Fig. 1: run 1, routed metal, one color a layer
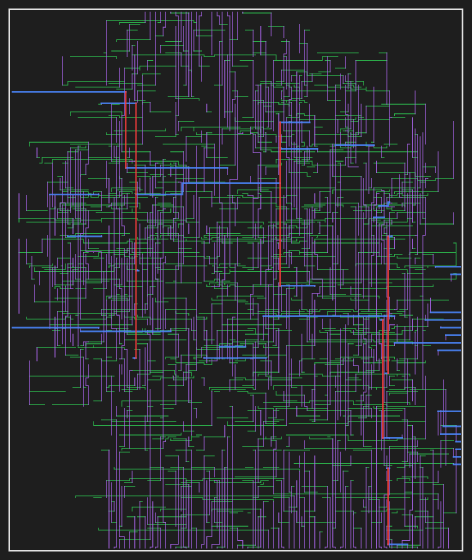
Fig. 2: run 1, cells colored by class
Bar = 20 um. Fill, decap, tap and diode cells in gray.
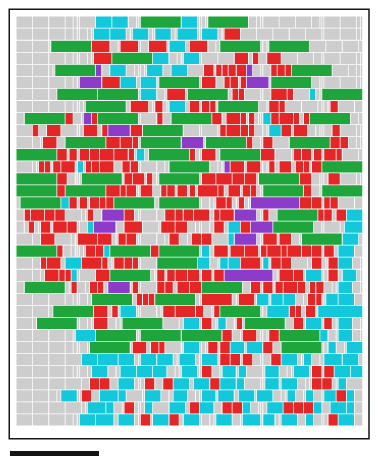
Fig. 3: run 1, cell placement
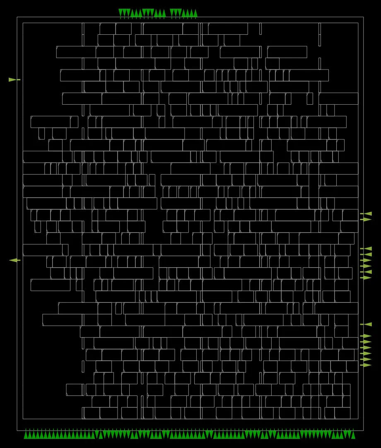
Fig. 4: run 1, signal metal coverage by tile
The die is cut into 16 by 19 equal tiles; black is low, pale yellow is high, scaled to the fullest tile. Values are wire area over tile area, all layers added.
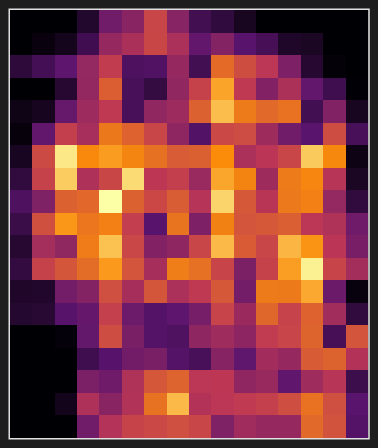
==> config.mk <==
export PLATFORM = sky130hd
export DESIGN_NAME = fft_frame_ctrl
export DESIGN_NICKNAME = d
export VERILOG_FILES = /design/src/rtl/fft_frame_ctrl.sv
export SDC_FILE = /design/constraint.sdc
export NUM_CORES = 1
export LEC_CHECK = 0
export CAP_MARGIN = 20
export CORE_ASPECT_RATIO = 1.2
export CORE_UTILIZATION = 46
export DETAILED_ROUTE_END_ITERATION = 16
export GPL_TIMING_DRIVEN = 0
export PLACE_DENSITY = 0.81
export SLEW_MARGIN = 15
export SYNTH_ARGS = -nofsm -noshare
export SYNTH_HDL_FRONTEND = slang
export SYNTH_SLANG_ARGS = --single-unit
==> constraint.sdc <==
create_clock -name i_aclk -period 2.6 [get_ports i_aclk]
set_clock_uncertainty 0.1 [all_clocks]
set_input_delay 0.52 -clock i_aclk [delete_from_list [all_inputs] [get_ports i_aclk]]
set_output_delay 0.52 -clock i_aclk [all_outputs]
set_load 0.02 [all_outputs]
==> impl_results.html <==
<h2>Synthesis and place &amp; route</h2>
<table>
<tr><th>Metric</th><th>Value</th></tr>
<tr><th colspan="2">Run status</th></tr>
<tr><td>Status</td><td>finished clean</td></tr>
<tr><th colspan="2">Global route</th></tr>
<tr><td>Vias in the first global route</td><td>3,077</td></tr>
<tr><th colspan="2">Finish</th></tr>
<tr><td>Area added between synthesis and finish</td><td>39.9%</td></tr>
<tr><td>Antenna diode count</td><td>0</td></tr>
<tr><td>Total number of nets in the final design</td><td>555</td></tr>
<tr><th colspan="2">Critical path</th></tr>
<tr><td>Worst reg-to-reg setup slack</td><td>0.52 ns</td></tr>
<tr><td>Cell with the biggest individual delay on the critical path</td><td>sky130_fd_sc_hd__dfrtp_1</td></tr>
<tr><td>Arrival time of the worst setup path</td><td>1.93 ns</td></tr>
<tr><td>Data required time at the worst endpoint</td><td>1.98 ns</td></tr>
<tr><td>Number of buffer and inverter instances along the worst setup path</td><td>4</td></tr>
<tr><td>Largest driver fanout on the critical path</td><td>10</td></tr>
<tr><td>CP delay by family, top</td><td>buffers and inverters</td></tr>
<tr><td>Crit-path max cell delay</td><td>0.37 ns</td></tr>
<tr><td>Depth of the critical timing path with buffers and inverters included</td><td>6</td></tr>
<tr><td>CP Launch Type</td><td>flop</td></tr>
<tr><th colspan="2">Placed design</th></tr>
<tr><td>Dpl hpwl</td><td>6440 um</td></tr>
<tr><td>Placer congestion estimate</td><td>0.793</td></tr>
<tr><td>Setup WS pre-CTS</td><td>-0.311 ns</td></tr>
<tr><th colspan="2">Synth</th></tr>
<tr><td>Dominant flop cell</td><td>sky130_fd_sc_hd__dfrtp_1</td></tr>
<tr><td># Cells Yosys</td><td>362</td></tr>
<tr><td>Synthesized area</td><td>3430 um^2</td></tr>
<tr><td>Yosys Chip Area</td><td>3430 um^2</td></tr>
<tr><td>Post-synth top area share</td><td>0.467</td></tr>
<tr><td>Number of instances in the synthesized netlist</td><td>362</td></tr>
<tr><td>Flop and latch count out of synthesis</td><td>64</td></tr>
<tr><td>Syn_area_per_cell</td><td>9.47 um^2</td></tr>
<tr><td>Post-synth EDFFs</td><td>0</td></tr>
<tr><td>Net count of the mapped netlist</td><td>435</td></tr>
<tr><td>Sequential fraction of the synthesis area</td><td>0.467</td></tr>
<tr><th colspan="2">Clocking</th></tr>
<tr><td>Insertion delay at the late pin of the worst-skew pair</td><td>0.34 ns</td></tr>
<tr><td>Inserted Clock Buffers</td><td>9</td></tr>
<tr><td>TritonCTS Sinks</td><td>64</td></tr>
<tr><td>Maximum root-to-sink buffer count</td><td>2</td></tr>
<tr><th colspan="2">Pwr</th></tr>
<tr><td>Sequential share of power</td><td>0.404</td></tr>
<tr><td>Leakage power</td><td>2.17 nW</td></tr>
<tr><td>Net Sw Frac</td><td>0.295</td></tr>
<tr><td>Internal</td><td>0.00197 W</td></tr>
<tr><td>Cell Pwr Density</td><td>582 nW/um^2</td></tr>
<tr><th colspan="2">Timing</th></tr>
<tr><td>Final Hold Violating Endpoints</td><td>0</td></tr>
<tr><td>Post-layout min period</td><td>2.55 ns</td></tr>
<tr><td>Final Setup Violations</td><td>0</td></tr>
<tr><td>Slew headroom</td><td>0.506</td></tr>
<tr><th colspan="2">Routing</th></tr>
<tr><td>Remaining routing DRC violations</td><td>0</td></tr>
<tr><th colspan="2">Floorplan</th></tr>
<tr><td>Core Util at FP</td><td>0.474</td></tr>
<tr><td>Chip area</td><td>7810 um^2</td></tr>
<tr><td>Boundary Pins</td><td>120</td></tr>
<tr><th colspan="2">Flow run</th></tr>
<tr><td>Max cap viols</td><td>0</td></tr>
<tr><th colspan="2">Worst hold path</th></tr>
<tr><td>Hold Path Cell Cnt</td><td>1</td></tr>
<tr><td>Type of the most critical hold path</td><td>reg2reg</td></tr>
</table>
-- Fig. 1 (at the start) --
- purple: met2 (wire length 4,740 um)
- red: met4 (wire length 148 um)
- green: met1 (wire length 3,630 um)
- blue: met3 (wire length 249 um)
Total Routed Length: 8770 um
total global-route track usage: 0.238

-- Fig. 2 (at the start) --
- green: flip-flops (cells 64; share of their area 34%)
- red: all other logic (cells 279; share of their area 37%)
- cyan: other buffers and delay cells (cells 128; share of their area 24%)
- purple: clock drivers and dummy loads (cells 16; share of their area 4.6%)
core area: 7230 um^2
fin area: 4800 um^2
proportion of cell area occupied by registers: 0.334

-- Fig. 3 (at the start) --
fin util: 0.663
final-layout fill cell count: 571
Post-Layout Cell Count: 577
std cell rows: 34
flop count: 64

-- Fig. 4 (at the start) --
- nearly empty tiles: 10%
- fullest tile: 0.43
- tiles over half the peak: 39%
Routed wire per std cell: 15.2 um
total vias in the final route: 3,105

## run 1: routing by layer
layer / vias up / global-route usage / wire, um
met2: 53 / 0.443 / 4740
li1: 1509 / - / -
met1: 1528 / 0.277 / 3630
met3: 15 / 0.0338 / 248
met4: 0 / 0.0789 / 147
met5: - / 0 / 0
## run 1: repair_timing
action	CTS	global route
pin swaps	1	0
hold buffers	1	0
hold endpoints to repair	15	0
gates resized	80	28
buffers inserted	3	3
endpoints found under the setup margin	39	29
gates cloned	0	1
## run 1: power by group through the flow
| stage | clock [W] | combinational (W) | sequential (W) |
|---|---|---|---|
| after detailed placement | 0 | 0.000720 | 0.00114 |
| after floorplan | 0 | 0.000328 | 0.00119 |
| after CTS | 0.000957 | 0.000730 | 0.00113 |
| final | 0.000946 | 0.000718 | 0.00113 |
| after global placement | 0 | 0.000701 | 0.00114 |
| after global routing | 0.000999 | 0.000791 | 0.00114 |
## run 1: per-stage QoR
| step | std cells | setup TNS (ns) | total power, W | hold WS [ns] |
|---|---|---|---|---|
| 2_1_floorplan | 362 | 0 | 0.00152 | 0.124 |
| 3_3_place_gp | 554 | -80.38 | 0.00184 | 0.327 |
| 3_5_place_dp | 555 | -6.16 | 0.00186 | 0.311 |
| 4_1_cts | 574 | 0 | 0.00281 | 0.351 |
| 5_1_grt | 577 | -0.520 | 0.00293 | 0.388 |
| 6_report | 577 | 0 | 0.00279 | 0.348 |
## run 1: worst register-to-register path, stage by stage (launching register included)
cell	delay [ns]
sky130_fd_sc_hd__dfrtp_1	0.37
sky130_fd_sc_hd__buf_2	0.18
sky130_fd_sc_hd__nor3b_4	0.29
sky130_fd_sc_hd__buf_4	0.17
sky130_fd_sc_hd__nand3_1	0.21
sky130_fd_sc_hd__or4_1	0.53
sky130_fd_sc_hd__a21oi_1	0.16
## run 1: cell families (layout without fill, tap and decap cells)
family	count (synthesis)	after routing	synth area share
multiplexers	11	11	0.0350
XOR/XNOR	23	23	0.0587
buffers and inverters	29	154	0.0347
adder cells (fa/ha/maj)	5	5	0.0182
AND/OR/NAND/NOR	178	178	0.289
flip-flops	64	64	0.467
AND-OR/OR-AND	52	52	0.0970
## run 1: synth_stat cells (all sizes together), types with 4 or more instances
library cell / n
ha: 5
buf: 6
a21oi: 16
and4: 6
nand3: 14
clkbuf: 13
dfrtp: 64
or3: 8
nand2: 28
xor2: 12
nor3: 6
and3: 4
nand2b: 4
inv: 10
o21ai: 11
a31o: 4
a211oi: 4
xnor2: 11
or4: 5
nand4: 16
and2: 40
mux2: 8
nor2: 34
## run 1: layout make-up
type | count | area [um^2] | area share
clock inverters | 3 | 65.1 | 0.0136
well taps | 90 | 113 | 0.0235
plain buffers | 17 | 92.6 | 0.0193
repair buffers | 111 | 1030 | 0.214
clock buffers | 13 | 149 | 0.0310
multi-input cells | 269 | 1710 | 0.356
flip-flops and latches | 64 | 1600 | 0.334
inverters | 10 | 40.0 | 0.00835
Power and IR drop assume default switching activity.
